### Floorplan with the power grid

Pins as bars on the die edge.
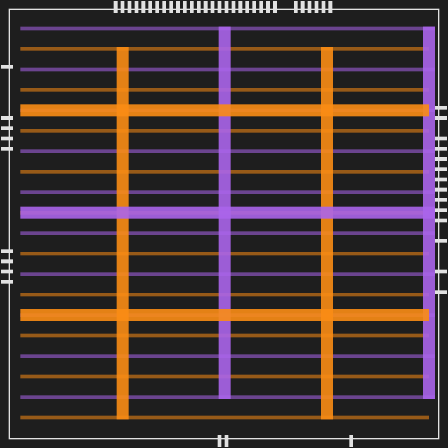
### Gate-type map

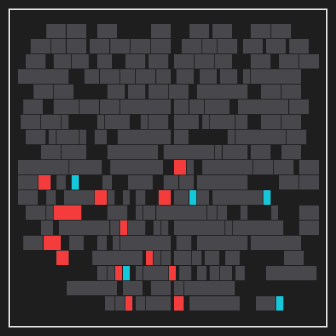
`src/rtl/uart_tx_arbiter.sv`:
```
// Round-robin arbiter sharing one uart_tx between NUM_REQ byte producers, one byte per grant.
// Optional macro UART_TX_ARB_CHID_EN: each payload frame is preceded by a channel-ID header frame.
module uart_tx_arbiter #(
    parameter int NUM_REQ      = 4,
    parameter int BITLEN       = 8,
    parameter int BUSY_TIMEOUT = 16,
    localparam int IDW         = $clog2(NUM_REQ),
    localparam int TW          = $clog2(BUSY_TIMEOUT + 1)
) (
    input  logic                       clk,
    input  logic                       rst,
    input  logic [NUM_REQ-1:0]         req_valid,
    input  logic [NUM_REQ*BITLEN-1:0]  req_data,
    output logic [NUM_REQ-1:0]         req_ready,
    output logic [BITLEN-1:0]          uart_data,
    output logic                       uart_data_ready,
    input  logic                       uart_busy,
    output logic [IDW-1:0]             grant_id,
    output logic                       active,
    output logic                       err_timeout
);

    typedef enum logic [2:0] {
        S_IDLE,
        S_LAUNCH,
        S_WAIT_BUSY,
        S_WAIT_DONE
`ifdef UART_TX_ARB_CHID_EN
        ,
        S_HDR_LAUNCH,
        S_HDR_WAIT_BUSY,
        S_HDR_WAIT_DONE
`endif
    } state_t;

    state_t               state_q, state_d;
    logic [NUM_REQ-1:0]   req_ready_q, req_ready_d;
    logic [BITLEN-1:0]    data_q, data_d;
    logic                 dready_q, dready_d;
    logic [IDW-1:0]       grant_q, grant_d;
    logic [IDW-1:0]       rr_q, rr_d;
    logic                 active_q, active_d;
    logic                 err_q, err_d;
    logic [TW-1:0]        cnt_q, cnt_d;
    logic [IDW:0]         pick_s;
    logic [IDW-1:0]       pick_id_s;
    logic [BITLEN-1:0]    pick_byte_s;
`ifdef UART_TX_ARB_CHID_EN
    logic [BITLEN-1:0]    payload_q, payload_d;
`endif

    // MSB of the result flags a hit; search starts just after the last-served index.
    function automatic logic [IDW:0] rr_pick(input logic [NUM_REQ-1:0] v,
                                             input logic [IDW-1:0]     ptr);
        logic [IDW:0] res;
        int           idx;
        res = '0;
        for (int off = 1; off <= NUM_REQ; off++) begin
            idx = (int'(ptr) + off) % NUM_REQ;
            if (!res[IDW] && v[idx]) begin
                res = {1'b1, IDW'(idx)};
            end else begin
                res = res;
            end
        end
        return res;
    endfunction

    assign pick_s      = rr_pick(req_valid, rr_q);
    assign pick_id_s   = pick_s[IDW-1:0];
    assign pick_byte_s = req_data[int'(pick_id_s)*BITLEN +: BITLEN];

    // Next-state and output decode for the grant/launch/wait sequence.
    always_comb begin
        state_d     = state_q;
        req_ready_d = '0;
        data_d      = data_q;
        dready_d    = 1'b0;
        grant_d     = grant_q;
        rr_d        = rr_q;
        active_d    = active_q;
        err_d       = err_q;
        cnt_d       = cnt_q;
`ifdef UART_TX_ARB_CHID_EN
        payload_d   = payload_q;
`endif
        case (state_q)
            S_IDLE: begin
                if (!uart_busy && pick_s[IDW]) begin
                    req_ready_d[pick_id_s] = 1'b1;
                    grant_d  = pick_id_s;
                    rr_d     = pick_id_s;
                    active_d = 1'b1;
`ifdef UART_TX_ARB_CHID_EN
                    payload_d = pick_byte_s;
                    data_d    = BITLEN'(pick_id_s);
                    state_d   = S_HDR_LAUNCH;
`else
                    data_d    = pick_byte_s;
                    state_d   = S_LAUNCH;
`endif
                end else begin
                    state_d = S_IDLE;
                end
            end
            S_LAUNCH: begin
                dready_d = 1'b1;
                cnt_d    = '0;
                state_d  = S_WAIT_BUSY;
            end
            S_WAIT_BUSY: begin
                if (uart_busy) begin
                    state_d = S_WAIT_DONE;
                end else if (cnt_q == TW'(BUSY_TIMEOUT - 1)) begin
                    err_d    = 1'b1;
                    active_d = 1'b0;
                    state_d  = S_IDLE;
                end else begin
                    cnt_d = cnt_q + TW'(1);
                end
            end
            S_WAIT_DONE: begin
                if (!uart_busy) begin
                    active_d = 1'b0;
                    state_d  = S_IDLE;
                end else begin
                    state_d = S_WAIT_DONE;
                end
            end
`ifdef UART_TX_ARB_CHID_EN
            S_HDR_LAUNCH: begin
                dready_d = 1'b1;
                cnt_d    = '0;
                state_d  = S_HDR_WAIT_BUSY;
            end
            S_HDR_WAIT_BUSY: begin
                if (uart_busy) begin
                    state_d = S_HDR_WAIT_DONE;
                end else if (cnt_q == TW'(BUSY_TIMEOUT - 1)) begin
                    err_d    = 1'b1;
                    active_d = 1'b0;
                    state_d  = S_IDLE;
                end else begin
                    cnt_d = cnt_q + TW'(1);
                end
            end
            S_HDR_WAIT_DONE: begin
                // Header frame finished: swap the held payload onto the uart data bus.
                if (!uart_busy) begin
                    data_d  = payload_q;
                    state_d = S_LAUNCH;
                end else begin
                    state_d = S_HDR_WAIT_DONE;
                end
            end
`endif
            default: begin
                active_d = 1'b0;
                state_d  = S_IDLE;
            end
        endcase
    end

    // State and registered-output update.
    always_ff @(posedge clk or posedge rst) begin
        if (rst) begin
            state_q     <= S_IDLE;
            req_ready_q <= '0;
            data_q      <= '0;
            dready_q    <= 1'b0;
            grant_q     <= '0;
            rr_q        <= IDW'(NUM_REQ - 1);
            active_q    <= 1'b0;
            err_q       <= 1'b0;
            cnt_q       <= '0;
`ifdef UART_TX_ARB_CHID_EN
            payload_q   <= '0;
`endif
        end else begin
            state_q     <= state_d;
            req_ready_q <= req_ready_d;
            data_q      <= data_d;
            dready_q    <= dready_d;
            grant_q     <= grant_d;
            rr_q        <= rr_d;
            active_q    <= active_d;
            err_q       <= err_d;
            cnt_q       <= cnt_d;
`ifdef UART_TX_ARB_CHID_EN
            payload_q   <= payload_d;
`endif
        end
    end

    assign req_ready       = req_ready_q;
    assign uart_data       = data_q;
    assign uart_data_ready = dready_q;
    assign grant_id        = grant_q;
    assign active          = active_q;
    assign err_timeout     = err_q;

endmodule

```
`config.mk`:
```
export PLATFORM = sky130hd
export DESIGN_NAME = uart_tx_arbiter
export DESIGN_NICKNAME = d
export VERILOG_FILES = /design/src/rtl/uart_tx_arbiter.sv
export SDC_FILE = /design/constraint.sdc
export NUM_CORES = 1
export LEC_CHECK = 0
export CORE_MARGIN = 1
export CORE_UTILIZATION = 49
export CTS_BUF_LIST = sky130_fd_sc_hd__clkbuf_4
export DETAILED_ROUTE_END_ITERATION = 6
export PLACE_DENSITY = 0.84
export SETUP_SLACK_MARGIN = 0.15
export SYNTH_ARGS = -nofsm -noshare
export SYNTH_HDL_FRONTEND = slang
export SYNTH_SLANG_ARGS = --single-unit
```
`constraint.sdc`:
```
create_clock -name clk -period 4.8 [get_ports clk]
set_clock_uncertainty 0.2 [all_clocks]
set_input_delay 0.96 -clock clk [delete_from_list [all_inputs] [get_ports clk]]
set_output_delay 0.96 -clock clk [all_outputs]
set_load 0.02 [all_outputs]
```
==> impl_metrics.yaml <==
# generated from flow reports
outcome:
  status: "finished with violations"
  violations: "design-rule violations"
floorplan:
  ios: 56
synthesis:
  yosysChipArea_mm2: 0.00147
  ff_type: "dfrtp_1"
clocking:
  cts_max_level: 1
  cts_hold_buf: 0
  cts.sinks: 26
  path_clk_slew_ns: 0.14
layout:
  fillCellCount: 213
  regArea_um2: 653
  stdcell_count: 227
  final_cell_mix: "55 x clkdlybuf4s50_1, 24 x dfrtp_1, 23 x nor2_1"
drt:
  first_pass_iters: 6
  drc_errors: 9
  top_layer: "met4"
  wire_per_inst_um: 16.0
pwr:
  clk-power_w: 0.0000997
global_route:
  grt.busiest_layer: "met2"
  use_met1_pct: 32.1
  grt_overflow_total: 0
  grt_pass1_vias: 1283
worst_setup_path:
  cp_max_fo: 18
  crit_arrival_ns: 3.30
  cp_slowest_cell: "nor2b_1"
run:
  tool_warnings: 26
sta:
  fin_crit_ns: 3.25
Notes on 'Floorplan with the power grid' above:
Orange shows VSS. Purple shows VDD.
4 straps on met4. 3 straps on met5. 56 signal pins sit on the boundary. 20 met1 rails follow the rows.

Notes on 'Gate-type map' above:
Red shows NAND gates, cells 13. Cyan shows inverters, cells 5.

stage by stage:
stage | utilization, % | power, W
floorplan | - | 0.000710
global placement | 71.5 | 0.000873
detailed placement | 71.5 | 0.000896
CTS | 72.5 | 0.000997
global route | 72.5 | 0.00105
finish | 72.5 | 0.000996
synth_stat cells, types with 2 or more instances:
| cell type | instances | area, µm² |
|---|---|---|
| nor3_1 | 3 | 15.0 |
| a21oi_1 | 8 | 40.0 |
| dfrtp_1 | 24 | 601 |
| buf_2 | 2 | 10.0 |
| and3_1 | 2 | 12.5 |
| o21ai_1 | 2 | 10.0 |
| o21ai_0 | 5 | 25.0 |
| inv_1 | 4 | 15.0 |
| dfstp_2 | 2 | 52.6 |
| a221oi_1 | 8 | 70.1 |
| nor2_1 | 23 | 86.3 |
| nand2_1 | 5 | 18.8 |
| nand2b_1 | 3 | 18.8 |
| buf_6 | 3 | 33.8 |
| and2_1 | 2 | 12.5 |
| ha_1 | 2 | 25.0 |
| clkbuf_1 | 2 | 7.51 |
| and2b_1 | 8 | 60.1 |
| nor2b_1 | 2 | 12.5 |
| mux2i_1 | 8 | 80.1 |
| a211oi_2 | 8 | 100 |
cell type report:
| cell class | count | share of cell area [%] |
|---|---|---|
| tap | 31 | 1.91 |
| inverter | 5 | 0.923 |
| timing repair buffer | 55 | 27.1 |
| clock buffer | 4 | 1.48 |
| multi-input combinational | 106 | 36.5 |
| sequential | 26 | 32.1 |
worst reg2reg max path, cell delays in order (launching register included):
cell,delay (ns)
dfrtp_1,0.52
inv_2,0.20
o311a_1,0.59
nor2b_1,0.82
and2_1,0.25
logic make-up after synthesis:
group	Yosys count	synth area share, %
compound gates	39	22.2
fa+ha+maj	2	1.70
buf+inv	13	5.26
flops	26	44.3
mux	8	5.43
simple gates	57	21.1
Power figures rest on the tool's default switching activity, not on a simulated workload.
